$ cat src/rtl/reg_op_sequencer_if.sv
// reg_op_sequencer_if: program-load, control and op-issue signals of the op sequencer
//   prog_we/prog_addr/prog_op : program memory write port (honoured in IDLE only)
//   prog_len/repeat_cnt/start : run length, extra passes, run request
//   stall/abort               : consumer back-pressure, immediate termination
//   op/op_valid/busy/done/pc/pass : issued op and sequencer status
//   master = sequencer side, slave = controller/consumer side
interface reg_op_sequencer_if #(
    parameter int OP_W  = 3,
    parameter int AW    = 3,
    parameter int CNT_W = 4
);
    logic            prog_we;
    logic [AW-1:0]   prog_addr;
    logic [OP_W-1:0] prog_op;
    logic [AW:0]     prog_len;
    logic            start;
    logic [CNT_W-1:0] repeat_cnt;
    logic            stall;
    logic            abort;
    logic [OP_W-1:0] op;
    logic            op_valid;
    logic            busy;
    logic            done;
    logic [AW-1:0]   pc;
    logic [CNT_W-1:0] pass;

    modport master (
        input  prog_we, prog_addr, prog_op, prog_len, start, repeat_cnt, stall, abort,
        output op, op_valid, busy, done, pc, pass
    );

    modport slave (
        output prog_we, prog_addr, prog_op, prog_len, start, repeat_cnt, stall, abort,
        input  op, op_valid, busy, done, pc, pass
    );
endinterface

$ cat src/rtl/reg_op_sequencer.sv
// reg_op_sequencer: issues a stored program of register-bank op codes, one per accepted cycle
//   clk   : rising-edge clock
//   rst_n : asynchronous active-low reset, clears state and program memory
//   bus   : reg_op_sequencer_if.master (program load, start/stall/abort, op/op_valid/busy/done/pc/pass)
module reg_op_sequencer #(
    parameter int OP_W  = 3,
    parameter int DEPTH = 8,
    parameter int AW    = 3,
    parameter int CNT_W = 4
) (
    input  logic                 clk,
    input  logic                 rst_n,
    reg_op_sequencer_if.master   bus
);
    typedef enum logic [1:0] {IDLE, RUN, DONE} state_t;

    state_t           state_q;
    logic [OP_W-1:0]  mem_q [DEPTH];
    logic [AW:0]      len_q;
    logic [CNT_W-1:0] reps_q;
    logic [AW-1:0]    pc_q;
    logic [CNT_W-1:0] pass_q;
    logic [OP_W-1:0]  op_q;
    logic             op_valid_q;
    logic             busy_q;
    logic             done_q;

    logic             accept;
    logic             last;
    logic [AW-1:0]    pc_d;
    logic [OP_W-1:0]  op0;

    always_comb begin
        accept = op_valid_q && !bus.stall && !bus.abort;
        last   = {1'b0, pc_q} == len_q - (AW+1)'(1);
        pc_d   = pc_q + AW'(1);
        // forward a same-cycle write to entry 0 so op matches mem[0] at run start
        op0    = (bus.prog_we && bus.prog_addr == '0) ? bus.prog_op : mem_q[0];
    end

    always_ff @(posedge clk or negedge rst_n) begin
        if (!rst_n) begin
            state_q    <= IDLE;
            for (int i = 0; i < DEPTH; i++) mem_q[i] <= '0;
            len_q      <= '0;
            reps_q     <= '0;
            pc_q       <= '0;
            pass_q     <= '0;
            op_q       <= '0;
            op_valid_q <= 1'b0;
            busy_q     <= 1'b0;
            done_q     <= 1'b0;
        end else begin
            if (state_q == IDLE && bus.prog_we) mem_q[bus.prog_addr] <= bus.prog_op;
            done_q <= 1'b0;
            if (bus.abort) begin
                state_q    <= IDLE;
                op_valid_q <= 1'b0;
                busy_q     <= 1'b0;
            end else begin
                case (state_q)
                    IDLE: begin
                        if (bus.start && bus.prog_len != '0) begin
                            state_q    <= RUN;
                            len_q      <= bus.prog_len > (AW+1)'(DEPTH) ? (AW+1)'(DEPTH) : bus.prog_len;
                            reps_q     <= bus.repeat_cnt;
                            pc_q       <= '0;
                            pass_q     <= '0;
                            op_q       <= op0;
                            op_valid_q <= 1'b1;
                            busy_q     <= 1'b1;
                        end
                    end
                    RUN: begin
                        if (accept) begin
                            if (!last) begin
                                pc_q <= pc_d;
                                op_q <= mem_q[pc_d];
                            end else if (pass_q != reps_q) begin
                                pc_q   <= '0;
                                pass_q <= pass_q + CNT_W'(1);
                                op_q   <= mem_q[0];
                            end else begin
                                state_q    <= DONE;
                                op_valid_q <= 1'b0;
                                busy_q     <= 1'b0;
                                done_q     <= 1'b1;
                            end
                        end
                    end
                    DONE:    state_q <= IDLE;
                    default: state_q <= IDLE;
                endcase
            end
        end
    end

    assign bus.op       = op_q;
    assign bus.op_valid = op_valid_q;
    assign bus.busy     = busy_q;
    assign bus.done     = done_q;
    assign bus.pc       = pc_q;
    assign bus.pass     = pass_q;
endmodule

$ cat src/flat_wrapper.sv
// flat-port wrapper written by rule: the top's interface ports become plain ports
module reg_op_sequencer_flat 
#(
    parameter int OP_W  = 3,
    parameter int DEPTH = 8,
    parameter int AW    = 3,
    parameter int CNT_W = 4
)
  (clk, rst_n, bus_prog_we, bus_prog_addr, bus_prog_op, bus_prog_len, bus_start, bus_repeat_cnt, bus_stall, bus_abort, bus_op, bus_op_valid, bus_busy, bus_done, bus_pc, bus_pass);
  reg_op_sequencer_if #(.OP_W(OP_W), .AW(AW), .CNT_W(CNT_W)) bus_i ();
  input  logic clk;
  input  logic rst_n;
  input wire logic [$bits(bus_i.prog_we)-1:0] bus_prog_we;
  input wire logic [$bits(bus_i.prog_addr)-1:0] bus_prog_addr;
  input wire logic [$bits(bus_i.prog_op)-1:0] bus_prog_op;
  input wire logic [$bits(bus_i.prog_len)-1:0] bus_prog_len;
  input wire logic [$bits(bus_i.start)-1:0] bus_start;
  input wire logic [$bits(bus_i.repeat_cnt)-1:0] bus_repeat_cnt;
  input wire logic [$bits(bus_i.stall)-1:0] bus_stall;
  input wire logic [$bits(bus_i.abort)-1:0] bus_abort;
  output wire logic [$bits(bus_i.op)-1:0] bus_op;
  output wire logic [$bits(bus_i.op_valid)-1:0] bus_op_valid;
  output wire logic [$bits(bus_i.busy)-1:0] bus_busy;
  output wire logic [$bits(bus_i.done)-1:0] bus_done;
  output wire logic [$bits(bus_i.pc)-1:0] bus_pc;
  output wire logic [$bits(bus_i.pass)-1:0] bus_pass;
  assign bus_i.prog_we = bus_prog_we;
  assign bus_i.prog_addr = bus_prog_addr;
  assign bus_i.prog_op = bus_prog_op;
  assign bus_i.prog_len = bus_prog_len;
  assign bus_i.start = bus_start;
  assign bus_i.repeat_cnt = bus_repeat_cnt;
  assign bus_i.stall = bus_stall;
  assign bus_i.abort = bus_abort;
  assign bus_op = bus_i.op;
  assign bus_op_valid = bus_i.op_valid;
  assign bus_busy = bus_i.busy;
  assign bus_done = bus_i.done;
  assign bus_pc = bus_i.pc;
  assign bus_pass = bus_i.pass;
  reg_op_sequencer #(.OP_W(OP_W), .DEPTH(DEPTH), .AW(AW), .CNT_W(CNT_W)) u_core (.clk(clk), .rst_n(rst_n), .bus(bus_i));
endmodule
$ cat config.mk
export PLATFORM = sky130hd
export DESIGN_NAME = reg_op_sequencer_flat
export DESIGN_NICKNAME = d
export VERILOG_FILES = /design/src/rtl/reg_op_sequencer_if.sv /design/src/rtl/reg_op_sequencer.sv /design/src/flat_wrapper.sv
export SDC_FILE = /design/constraint.sdc
export NUM_CORES = 1
export LEC_CHECK = 0
export CORE_UTILIZATION = 44
export CTS_CLUSTER_DIAMETER = 30
export DETAILED_ROUTE_END_ITERATION = 8
export GPL_TIMING_DRIVEN = 0
export MAX_ROUTING_LAYER = met4
export PLACE_DENSITY = 0.66
export REMOVE_ABC_BUFFERS = 1
export SLEW_MARGIN = 15
export SYNTH_ARGS = -nofsm -noshare
export SYNTH_HDL_FRONTEND = slang
export SYNTH_SLANG_ARGS = --single-unit
$ cat constraint.sdc
create_clock -name clk -period 2.3 [get_ports clk]
set_clock_uncertainty 0.15 [all_clocks]
set_input_delay 0.69 -clock clk [delete_from_list [all_inputs] [get_ports clk]]
set_output_delay 0.69 -clock clk [all_outputs]
set_load 0.01 [all_outputs]
==> impl_metrics.ini <==
; yosys + openroad results
[pwr]
power.leakage_uw = 0.00130

[logic_synthesis]
ys_sh_mux_pct = 16.1
adder_share_pct = 1.51
ys.warnings.count = 0
avgSynthCellArea_um2 = 10.8
aoi_share_pct = 13.0
ys_area_um2 = 2480

[cts]
cts_tree = yes
clockBufferDepth = 2
clk_pin_slew_worst_paths_ns = 0.09
hold_buffers = 0
cts_inserted_buffers = 5

[outcome]
status = completed

[finish]
post_layout_nonfiller_instances = 345
clock_buffers = 6
nets = 297
final_util_pct = 60.1
largest-register = u_core.mem_q
fillCellCount = 477

[placement]
placed_area_um2 = 2890

[routing]
drt_iter0_drc = 75
drtPass1Iterations = 4

[flow_run]
tool_warnings = 25

[timing]
tns_ns = 0
max-slew-margin-rel_pct = 61.5
setup_slack_ns = 0.0541
fmax_ghz = 0.445

[critical_path]
worst_ep_required_time_ns = 2.34

[floorplan]
die_h_um = 77.1

[global_route]
use_met1_pct = 29.4

[worst_hold_path]
hold_path_class = in2async
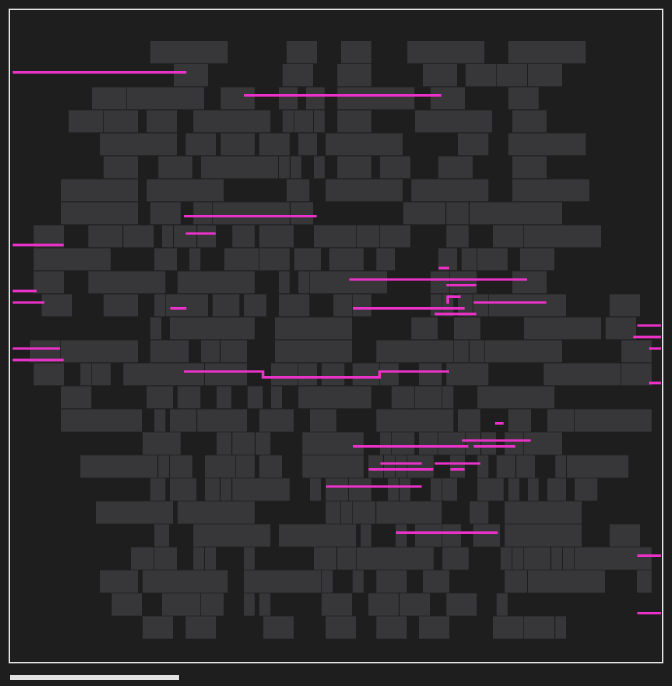
*M3 wires*
Scale bar: 20 um.
main direction	horizontal
nets with wire on the layer	28
longest straight run	23.0 um

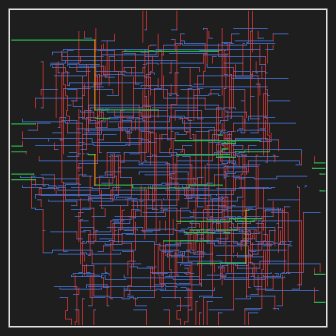
*Wiring by layer*
layer	color	wire length
metal 4	orange	37.4 um
metal 3	green	252 um
metal 1	blue	2750 um
metal 2	red	2460 um
GRT Util Overall: 20.5%
Routed WL per cell: 15.9 um
final WL: 5490 um

